Figure 1. Metal 4 (run 1).
Scale bar: 50 µm.
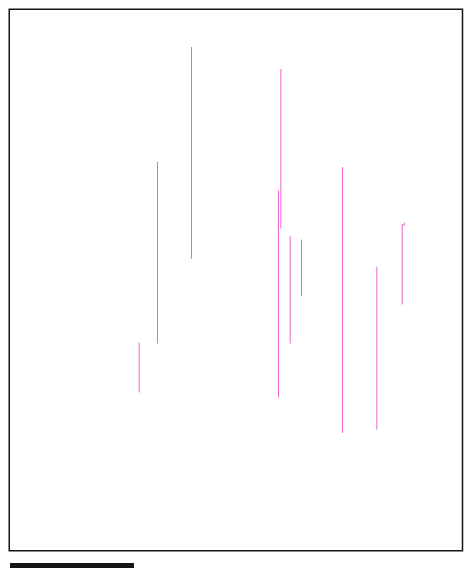
Figure 2. Gate families picked out (run 1).
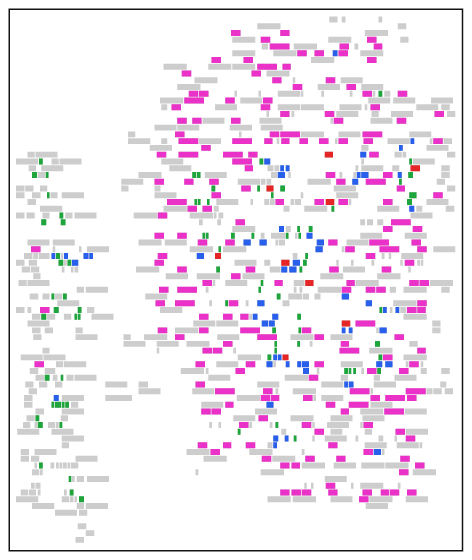
Figure 3. Routing congestion map (run 1).
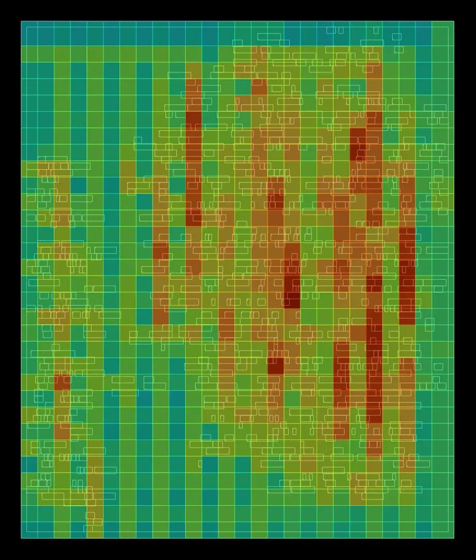
**config.mk**
```make
export PLATFORM = sky130hd
export DESIGN_NAME = branch_predictor_table_flat
export DESIGN_NICKNAME = d
export VERILOG_FILES = /design/src/rtl/branch_predictor_table_if.sv /design/src/rtl/branch_predictor_table.sv /design/src/flat_wrapper.sv
export SDC_FILE = /design/constraint.sdc
export NUM_CORES = 1
export LEC_CHECK = 0
export CORE_ASPECT_RATIO = 1.2
export CORE_MARGIN = 2
export CORE_UTILIZATION = 23
export CTS_CLUSTER_DIAMETER = 120
export DETAILED_ROUTE_END_ITERATION = 8
export PLACE_DENSITY_LB_ADDON = 0.12
export RECOVER_POWER = 50
export REMOVE_ABC_BUFFERS = 1
export SYNTH_ARGS = -nofsm -noshare
export SYNTH_HDL_FRONTEND = slang
export SYNTH_SLANG_ARGS = --single-unit
```
**constraint.sdc**
```tcl
create_clock -name clk -period 8.5 [get_ports clk]
set_clock_uncertainty 0.15 [all_clocks]
set_input_delay 1.7 -clock clk [delete_from_list [all_inputs] [get_ports clk]]
set_output_delay 1.7 -clock clk [all_outputs]
set_load 0.1 [all_outputs]
```
**src/rtl/branch_predictor_table_if.sv**
```systemverilog
// Predictor bus: fetch-side request/response, execute-side update, statistics.
// Handshake: req_valid and upd_valid are single-cycle strobes with no ready;
// the predictor accepts every strobe on the rising edge where it is high.
// pred_valid is high for exactly one cycle after each accepted request.
interface branch_predictor_table_if #(
    parameter int INDEX_BITS = 6
);
    logic                  req_valid;
    logic [31:0]           req_pc;
    logic                  pred_valid;
    logic                  pred_taken;
    logic [INDEX_BITS-1:0] pred_index;
    logic                  upd_valid;
    logic [INDEX_BITS-1:0] upd_index;
    logic                  upd_taken;
    logic                  upd_pred;
    logic [15:0]           stat_updates;
    logic [15:0]           stat_mispredicts;

    // Fetch/execute side
    modport master (
        output req_valid, req_pc, upd_valid, upd_index, upd_taken, upd_pred,
        input  pred_valid, pred_taken, pred_index, stat_updates, stat_mispredicts
    );

    // Predictor side
    modport slave (
        input  req_valid, req_pc, upd_valid, upd_index, upd_taken, upd_pred,
        output pred_valid, pred_taken, pred_index, stat_updates, stat_mispredicts
    );
endinterface

```
**src/rtl/branch_predictor_table.sv**
```systemverilog
// Bimodal / gshare branch direction predictor built from a flop table of
// saturating counters. Predictions read the table before any same-edge
// update (no bypass); the global history advances only on resolved updates.
// HIST_BITS must be between 2 and INDEX_BITS.
module branch_predictor_table #(
    parameter int INDEX_BITS = 6,
    parameter int CTR_BITS   = 2,
    parameter int HIST_BITS  = 6,
    parameter int MODE       = 0,
    parameter int PC_LSB     = 2
) (
    input  logic                     clk,
    input  logic                     reset,
    branch_predictor_table_if.slave  bus
);
    localparam int DEPTH = 2 ** INDEX_BITS;
    localparam logic [CTR_BITS-1:0] CTR_INIT = CTR_BITS'((2 ** (CTR_BITS - 1)) - 1);
    localparam logic [CTR_BITS-1:0] CTR_MAX  = '1;
    localparam logic [CTR_BITS-1:0] CTR_ZERO = '0;
    localparam logic [CTR_BITS-1:0] CTR_ONE  = CTR_BITS'(1);

    logic [CTR_BITS-1:0]   r_table [DEPTH];
    logic [HIST_BITS-1:0]  r_ghr;
    logic                  r_pred_valid;
    logic                  r_pred_taken;
    logic [INDEX_BITS-1:0] r_pred_index;
    logic [15:0]           r_stat_updates;
    logic [15:0]           r_stat_mispredicts;

    logic [INDEX_BITS-1:0] w_base;
    logic [INDEX_BITS-1:0] w_ghr_ext;
    logic [INDEX_BITS-1:0] w_idx;

    // Request index: PC slice, optionally hashed with the zero-extended history
    always_comb begin
        w_base    = bus.req_pc[PC_LSB +: INDEX_BITS];
        w_ghr_ext = '0;
        w_ghr_ext[HIST_BITS-1:0] = r_ghr;
        w_idx     = w_base;
        if (MODE == 1) begin
            w_idx = w_base ^ w_ghr_ext;
        end
    end

    // Registered prediction; index and direction hold when no request
    always_ff @(posedge clk or posedge reset) begin
        if (reset) begin
            r_pred_valid <= 1'b0;
            r_pred_taken <= 1'b0;
            r_pred_index <= '0;
        end else begin
            r_pred_valid <= bus.req_valid;
            if (bus.req_valid) begin
                r_pred_index <= w_idx;
                r_pred_taken <= r_table[w_idx][CTR_BITS-1];
            end
        end
    end

    // Counter table training with saturation at both ends
    always_ff @(posedge clk or posedge reset) begin
        if (reset) begin
            for (int i = 0; i < DEPTH; i++) begin
                r_table[i] <= CTR_INIT;
            end
        end else if (bus.upd_valid) begin
            if (bus.upd_taken) begin
                if (r_table[bus.upd_index] != CTR_MAX) begin
                    r_table[bus.upd_index] <= r_table[bus.upd_index] + CTR_ONE;
                end
            end else begin
                if (r_table[bus.upd_index] != CTR_ZERO) begin
                    r_table[bus.upd_index] <= r_table[bus.upd_index] - CTR_ONE;
                end
            end
        end
    end

    // Non-speculative global history, shifted in on every update
    always_ff @(posedge clk or posedge reset) begin
        if (reset) begin
            r_ghr <= '0;
        end else if (bus.upd_valid) begin
            r_ghr <= {r_ghr[HIST_BITS-2:0], bus.upd_taken};
        end
    end

    // Saturating performance counters
    always_ff @(posedge clk or posedge reset) begin
        if (reset) begin
            r_stat_updates     <= '0;
            r_stat_mispredicts <= '0;
        end else if (bus.upd_valid) begin
            if (r_stat_updates != 16'hFFFF) begin
                r_stat_updates <= r_stat_updates + 16'd1;
            end
            if ((bus.upd_pred != bus.upd_taken) && (r_stat_mispredicts != 16'hFFFF)) begin
                r_stat_mispredicts <= r_stat_mispredicts + 16'd1;
            end
        end
    end

    assign bus.pred_valid       = r_pred_valid;
    assign bus.pred_taken       = r_pred_taken;
    assign bus.pred_index       = r_pred_index;
    assign bus.stat_updates     = r_stat_updates;
    assign bus.stat_mispredicts = r_stat_mispredicts;
endmodule

```
**src/flat_wrapper.sv**
```systemverilog
// flat-port wrapper written by rule: the top's interface ports become plain ports
module branch_predictor_table_flat 
#(
    parameter int INDEX_BITS = 6,
    parameter int CTR_BITS   = 2,
    parameter int HIST_BITS  = 6,
    parameter int MODE       = 0,
    parameter int PC_LSB     = 2
)
  (clk, reset, bus_req_valid, bus_req_pc, bus_upd_valid, bus_upd_index, bus_upd_taken, bus_upd_pred, bus_pred_valid, bus_pred_taken, bus_pred_index, bus_stat_updates, bus_stat_mispredicts);
  branch_predictor_table_if #(.INDEX_BITS(INDEX_BITS)) bus_i ();
  input  logic clk;
  input  logic reset;
  input wire logic [$bits(bus_i.req_valid)-1:0] bus_req_valid;
  input wire logic [$bits(bus_i.req_pc)-1:0] bus_req_pc;
  input wire logic [$bits(bus_i.upd_valid)-1:0] bus_upd_valid;
  input wire logic [$bits(bus_i.upd_index)-1:0] bus_upd_index;
  input wire logic [$bits(bus_i.upd_taken)-1:0] bus_upd_taken;
  input wire logic [$bits(bus_i.upd_pred)-1:0] bus_upd_pred;
  output wire logic [$bits(bus_i.pred_valid)-1:0] bus_pred_valid;
  output wire logic [$bits(bus_i.pred_taken)-1:0] bus_pred_taken;
  output wire logic [$bits(bus_i.pred_index)-1:0] bus_pred_index;
  output wire logic [$bits(bus_i.stat_updates)-1:0] bus_stat_updates;
  output wire logic [$bits(bus_i.stat_mispredicts)-1:0] bus_stat_mispredicts;
  assign bus_i.req_valid = bus_req_valid;
  assign bus_i.req_pc = bus_req_pc;
  assign bus_i.upd_valid = bus_upd_valid;
  assign bus_i.upd_index = bus_upd_index;
  assign bus_i.upd_taken = bus_upd_taken;
  assign bus_i.upd_pred = bus_upd_pred;
  assign bus_pred_valid = bus_i.pred_valid;
  assign bus_pred_taken = bus_i.pred_taken;
  assign bus_pred_index = bus_i.pred_index;
  assign bus_stat_updates = bus_i.stat_updates;
  assign bus_stat_mispredicts = bus_i.stat_mispredicts;
  branch_predictor_table #(.INDEX_BITS(INDEX_BITS), .CTR_BITS(CTR_BITS), .HIST_BITS(HIST_BITS), .MODE(MODE), .PC_LSB(PC_LSB)) u_core (.clk(clk), .reset(reset), .bus(bus_i));
endmodule
```
==> impl_metrics.env, run 1 <==
# physical design summary
export IMPL_status="complete, but fails checks"
export IMPL_violations="max-capacitance violations, max-slew violations"
export IMPL_worst_path_dominant_cell_family="simple AND/OR/NAND/NOR gates"
export IMPL_synthAoiAreaFrac=0.0542
export IMPL_final_nonclk_buf_share=0.0666
export IMPL_fa_ha_area_frac=0.00574
export IMPL_yosysWarnings=0
export IMPL_largest_class="flip-flops and latches"
export IMPL_min_to="u_core.bus.stat_mispredicts[7]$_DFFE_PP0P_"
export IMPL_flops=168
export IMPL_internal_power_w=0.00164
export IMPL_async_reset_ff_frac=1.00
export IMPL_wl_met2_mm=12.8
export IMPL_seqCellArea_um2=4280
export IMPL_powerDensity_nw_per_um2=249
export IMPL_crit_required_ps=8670
export IMPL_maxPowerGroup="sequential cells"
export IMPL_finalCritPeriodShare=0.761
export IMPL_cp_startpoint="bus_upd_index[0]"
export IMPL_wl_met1_mm=11.9
export IMPL_finalMaxSlewViolations=120
export IMPL_ys_sh_simple=0.103
export IMPL_utilization=0.276
export IMPL_xor_area_frac=0.0291
export IMPL_cts_setup_buffers=0
export IMPL_row_count=78
export IMPL_numSynthFlops=168
export IMPL_gr_max_usage_layer="met2"
export IMPL_syn_instance_count=709
export IMPL_yosys_area_um2=8720
export IMPL_antenna_found_initial=0
export IMPL_worst_hold_startpoint="u_core.bus.stat_mispredicts[7]$_DFFE_PP0P_"
export IMPL_port_buffers=57
export IMPL_ff_type="dfrtp_1"
export IMPL_syn_area_um2=8720
export IMPL_die_area_um2=39500
export IMPL_grtUsageMet3=0.0234
export IMPL_die_h_um=217
export IMPL_ys_cells=709
export IMPL_cap_violations=2
export IMPL_grt_pass1_wl_mm=41.0
export IMPL_dpl_instance_area_um2=9810
export IMPL_num_vias=5822
export IMPL_inverters=11
export IMPL_drive_gt1_frac=0.380
export IMPL_critPathCaptureType="flip-flop"
export IMPL_crit_chain="clkdlybuf4s50_1 > buf_4 > nor2b_1 > a22oi_1 > a21oi_1 > o21ai_0 > a21o_1 > o211a_1 > ha_1 > mux2i_1 > nand2_1 > nor2_1 > nand2_1 > nor2_1 > mux2_2"
export IMPL_top_logic_kind="multiplexers"
export IMPL_setup_viol=0
export IMPL_p_leak_nw=4.17
export IMPL_die_w_um=182
export IMPL_cts_resized=0
export IMPL_lay_top_cells="mux2_2, dfrtp_1, nor2_1"
export IMPL_top_layer="met4"
export IMPL_final_hold_viol_count=0
export IMPL_overflow=0
export IMPL_max_stage_delay_ps=1080
export IMPL_cts_buffers=17
export IMPL_crit_fanout=18
export IMPL_clockBufferDepth=2
export IMPL_rrSetupSlack_ps=4400
export IMPL_syn_avg_cell_area_um2=12.3
export IMPL_hold_buffers=0
export IMPL_power_switching_w=0.000938
export IMPL_cts_root_buf="clkbuf_16"
export IMPL_logic_gates=491
export IMPL_crit_path_start_kind="primary input"
export IMPL_switching_share=0.363
export IMPL_setup_tns_ps=0
export IMPL_cp_depth=15
export IMPL_pwr_share_seq=0.419
export IMPL_power_share_clock=0.305
export IMPL_grt_util_all_layers=0.140
export IMPL_ys_sh_mux=0.286
export IMPL_combPwrFrac=0.276
export IMPL_lay_top_count="mux2_2"
export IMPL_pwr_group_clock_w=0.000788
export IMPL_sh_comb_area=0.403
export IMPL_path_class="in2reg"
export IMPL_whs_ps=345
export IMPL_period_needed_ps=6470
export IMPL_grt_start_max_net_pins=72
export IMPL_num_nonclk_buffers=75
export IMPL_setup_ws_ps=2030
## Picture notes: Figure 1
nets with wire on the layer: 8
longest straight run: 107 µm
share of all routed wire: 2.3%
main direction: vertical

## Picture notes: Figure 2
legend:
  green:
    family: nand cells
    cells: 81
    most_used: nand2_1
  blue:
    family: aoi and oai cells
    cells: 57
    most_used: o21ai_0
  magenta:
    family: mux cells
    cells: 197
    most_used: mux2_2
  red:
    family: non-inverting ao/oa cells
    cells: 9
    most_used: a221o_1

## Picture notes: Figure 3
Avg WL per Cell: 20.8 µm
M2 GR Usage: 0.237

==> run 1: cell usage after synthesis (8+ instances only) <==
cell type / number / area share
a21oi_1: 9 / 0.0052
buf_2: 12 / 0.0069
clkbuf_1: 18 / 0.0077
dfrtp_1: 104 / 0.30
dfstp_2: 64 / 0.19
inv_1: 10 / 0.0043
mux2_2: 149 / 0.19
mux2i_1: 20 / 0.023
mux4_2: 27 / 0.070
nand2_1: 40 / 0.017
nand3_1: 26 / 0.015
nand4_1: 9 / 0.0065
nor2_1: 79 / 0.034
nor2b_1: 8 / 0.0057
nor3_1: 11 / 0.0063
o21ai_0: 11 / 0.0063
xnor2_1: 18 / 0.018
xor2_1: 11 / 0.011
==> run 2, diff against run 1 <==
==> constraint.sdc (replaced) <==
create_clock -name clk -period 6.5 [get_ports clk]
set_clock_uncertainty 0.15 [all_clocks]
set_input_delay 1.3 -clock clk [delete_from_list [all_inputs] [get_ports clk]]
set_output_delay 1.3 -clock clk [all_outputs]
set_load 0.1 [all_outputs]
Figure 4. Metal 4 (run 2).
Scale bar: 50 µm.
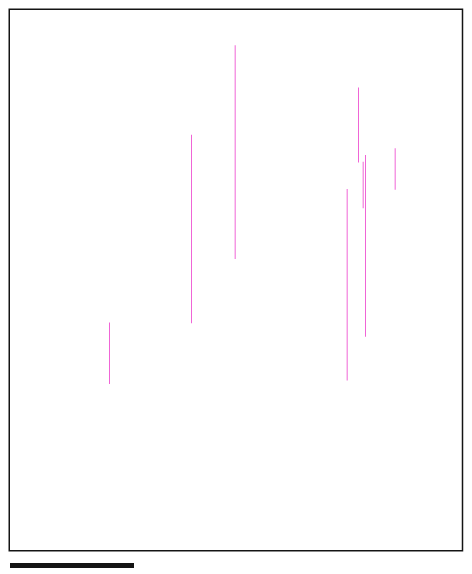
nets with wire on the layer: 4
main direction: vertical

Figure 5. Register map, names as in the netlist (run 2).
Scale bar: 50 µm. Other sequential cells in the stronger grey, the rest of the logic in the fainter grey.
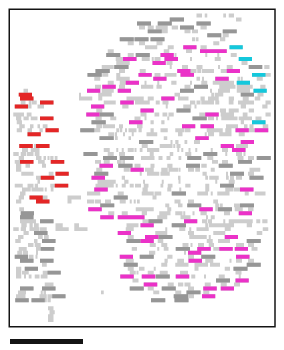
legend:
  magenta:
    name_in_the_netlist: u_core.r_table
    flops: 64
  red:
    name_in_the_netlist: u_core.bus.stat_updates
    flops: 16
    where: west
  cyan:
    name_in_the_netlist: u_core.bus.pred_index
    flops: 6
    where: north-east

==> impl_metrics.env, run 2 <==
# physical design summary
export IMPL_xor_area_frac=0.0291
export IMPL_pwr_share_seq=0.407
export IMPL_yosysWarnings=0
export IMPL_maxPowerGroup="sequential cells"
export IMPL_crit_path_start_kind="primary input"
export IMPL_max_stage_delay_ps=800
export IMPL_ys_cells=709
export IMPL_crit_fanout=8
export IMPL_crit_chain="clkdlybuf4s50_1 > buf_4 > nor2b_1 > a22oi_1 > nor2_1 > a2111oi_0 > nor2_1 > a311o_1 > ha_1 > mux2i_1 > nand2_1 > nor2_1 > nand3_1 > nor2_1 > mux2_2"
export IMPL_die_area_um2=39500
export IMPL_finalCritPeriodShare=0.847
export IMPL_antenna_found_initial=0
export IMPL_syn_instance_count=709
export IMPL_die_h_um=217
export IMPL_path_class="in2reg"
export IMPL_numSynthFlops=168
export IMPL_port_buffers=57
export IMPL_cts_root_buf="clkbuf_16"
export IMPL_netlist_top_cells_count="mux2_2, dfrtp_1, nor2_1, dfstp_2, nand2_1"
export IMPL_worst_hold_startpoint="u_core.bus.stat_mispredicts[7]$_DFFE_PP0P_"
export IMPL_ys_sh_simple=0.103
export IMPL_yosysTopAreaCellShare=0.298
export IMPL_setup_viol=0
export IMPL_rrSetupSlack_ps=2080
export IMPL_dpl_instance_area_um2=9890
export IMPL_top_logic_kind="multiplexers"
export IMPL_grt_pass1_wl_mm=40.7
export IMPL_combPwrFrac=0.269
export IMPL_syn_area_um2=8720
export IMPL_cts_resized=0
export IMPL_min_to="u_core.bus.stat_mispredicts[7]$_DFFE_PP0P_"
export IMPL_drive_gt1_frac=0.386
export IMPL_internal_power_w=0.00228
export IMPL_clockBufferDepth=2
export IMPL_worst_path_dominant_cell_family="simple AND/OR/NAND/NOR gates"
export IMPL_finalMaxSlewViolations=79
export IMPL_status="complete, but fails checks"
export IMPL_cp_startpoint="bus_upd_index[0]"
export IMPL_violations="max-capacitance violations, max-slew violations"
export IMPL_overflow=0
export IMPL_final_hold_viol_count=0
export IMPL_power_switching_w=0.00120
export IMPL_syn_avg_cell_area_um2=12.3
export IMPL_num_vias=5857
export IMPL_cts_buffers=17
export IMPL_row_count=78
export IMPL_lay_top_count="mux2_2"
export IMPL_cap_violations=1
export IMPL_whs_ps=347
export IMPL_setup_tns_ps=0
export IMPL_switching_share=0.346
export IMPL_synthAoiAreaFrac=0.0542
==> run 2: cell counts after synthesis <==
Identical to the previous run, type by type.
==> run 2: stage by stage <==
stage	util	worst slack, ps
global placement	0.263	655
detailed placement	0.263	598
global route	0.280	621
finish	0.280	996
floorplan	-	609
CTS	0.280	1050
==> run 2: area by class of cell <==
type                    count  area (µm²)
well taps                 480         601
multi-input cells         491        4190
repair buffers             83         763
clock buffers              22         474
clock inverters            10         166
inverters                  11        42.5
fillers                  3871       27100
flip-flops and latches    168        4280
==> run 2: per-layer routing <==
metal	track usage	vias to the layer above	share of wire
li1	-	2713	-
met1	0.178	3007	0.46
met2	0.240	117	0.50
met3	0.0223	20	0.028
met4	0.0455	0	0.015
met5	0	-	0
==> run 3, diff against run 2 <==
==> constraint.sdc (replaced) <==
create_clock -name clk -period 5.7 [get_ports clk]
set_clock_uncertainty 0.15 [all_clocks]
set_input_delay 1.14 -clock clk [delete_from_list [all_inputs] [get_ports clk]]
set_output_delay 1.14 -clock clk [all_outputs]
set_load 0.1 [all_outputs]
Figure 6. Metal 4 (run 3).
Scale bar: 50 µm.
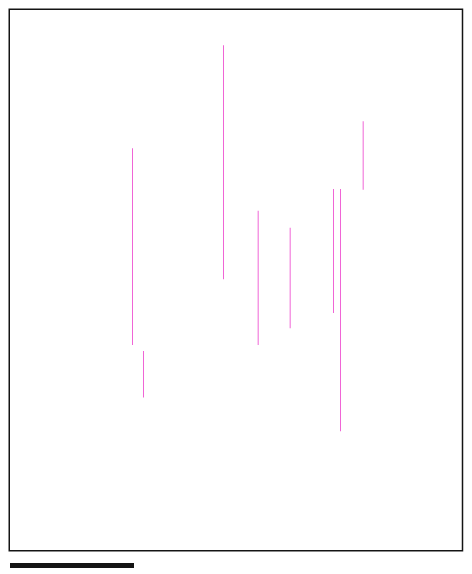
wire length on this layer: 459 µm
share of all routed wire: 1.8%

Figure 7. Metal layers overlaid (run 3).
Only two layers are drawn.
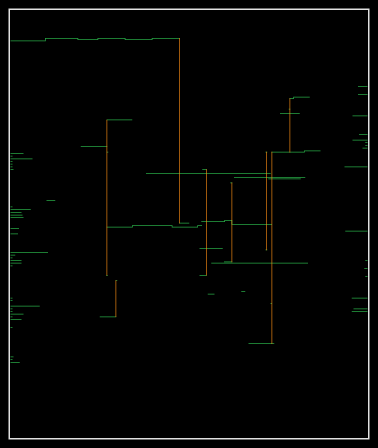
legend:
  green:
    layer: M3
    wire_length: 676 µm
  orange:
    layer: M4
    wire_length: 459 µm

==> impl_metrics.env, run 3 <==
# physical design summary
export IMPL_grt_pass1_wl_mm=40.5
export IMPL_clockBufferDepth=2
export IMPL_pwr_share_seq=0.425
export IMPL_top_logic_kind="multiplexers"
export IMPL_period_needed_ps=4900
export IMPL_port_buffers=57
export IMPL_power_share_clock=0.294
export IMPL_nFillCells=3904
export IMPL_fa_ha_area_frac=0.00574
export IMPL_internal_power_w=0.00240
export IMPL_synthAoiAreaFrac=0.0542
export IMPL_pre_cts_ws_ps=313
export IMPL_lay_top_count="mux2_2"
export IMPL_largest_class="flip-flops and latches"
export IMPL_yosysTopAreaCell="dfrtp_1"
export IMPL_path_class="in2reg"
export IMPL_powerDensity_nw_per_um2=363
export IMPL_cts_resized=0
export IMPL_ys_sh_simple=0.103
export IMPL_violations="max-capacitance violations, max-slew violations"
export IMPL_status="complete, but fails checks"
export IMPL_worst_hold_startpoint="u_core.bus.stat_mispredicts[7]$_DFFE_PP0P_"
export IMPL_cap_violations=1
export IMPL_ys_cells=709
export IMPL_ys_sh_mux=0.286
export IMPL_seq_area_frac=0.409
export IMPL_cts_root_buf="clkbuf_16"
export IMPL_final_hold_viol_count=0
export IMPL_grt_use_met2=0.234
export IMPL_yosys_area_um2=8720
export IMPL_gr_max_usage_layer="met2"
export IMPL_power_switching_w=0.00141
export IMPL_die_h_um=217
export IMPL_die_area_um2=39500
export IMPL_crit_chain="clkdlybuf4s50_1 > buf_12 > nor2b_1 > a22oi_1 > nor2_1 > a2111oi_0 > nor2_1 > a311o_1 > ha_1 > mux2i_1 > nand2_1 > nor2_1 > nand2_1 > nor2_1 > mux2_2"
export IMPL_cts_setup_buffers=0
export IMPL_yosysWarnings=0
export IMPL_crit_required_ps=5880
export IMPL_setup_ws_ps=800
export IMPL_antenna_found_initial=0
export IMPL_wl_met1_mm=12.0
export IMPL_min_to="u_core.bus.stat_mispredicts[7]$_DFFE_PP0P_"
export IMPL_finalMaxSlewViolations=86
export IMPL_die_w_um=182
export IMPL_drive_gt1_frac=0.390
[run 3: cell types whose count changed in the layout (fill, tap and decap cells not counted), sizes merged]
cell / delta
dlygate4sd3: -2
clkbuf: -7
buf: +6
clkinvlp: -4
clkinv: +7
bufinv: -4
clkdlybuf4s50: +2
inv: +6
[run 3: stage by stage]
step / hold WS (ps) / cell area, µm² / util / std cells / total power [W]
4_1_cts: 353 / 10500 / 0.279 / 1269 / 0.00387
6_report: 348 / 10500 / 0.279 / 1269 / 0.00381
2_1_floorplan: 341 / 8500 / - / 670 / 0.00235
5_1_grt: 373 / 10500 / 0.279 / 1269 / 0.00402
3_5_place_dp: 338 / 9940 / 0.265 / 1237 / 0.00272
3_3_place_gp: 340 / 9940 / 0.265 / 1237 / 0.00272
Power figures rest on the tool's default switching activity, not on a simulated workload.
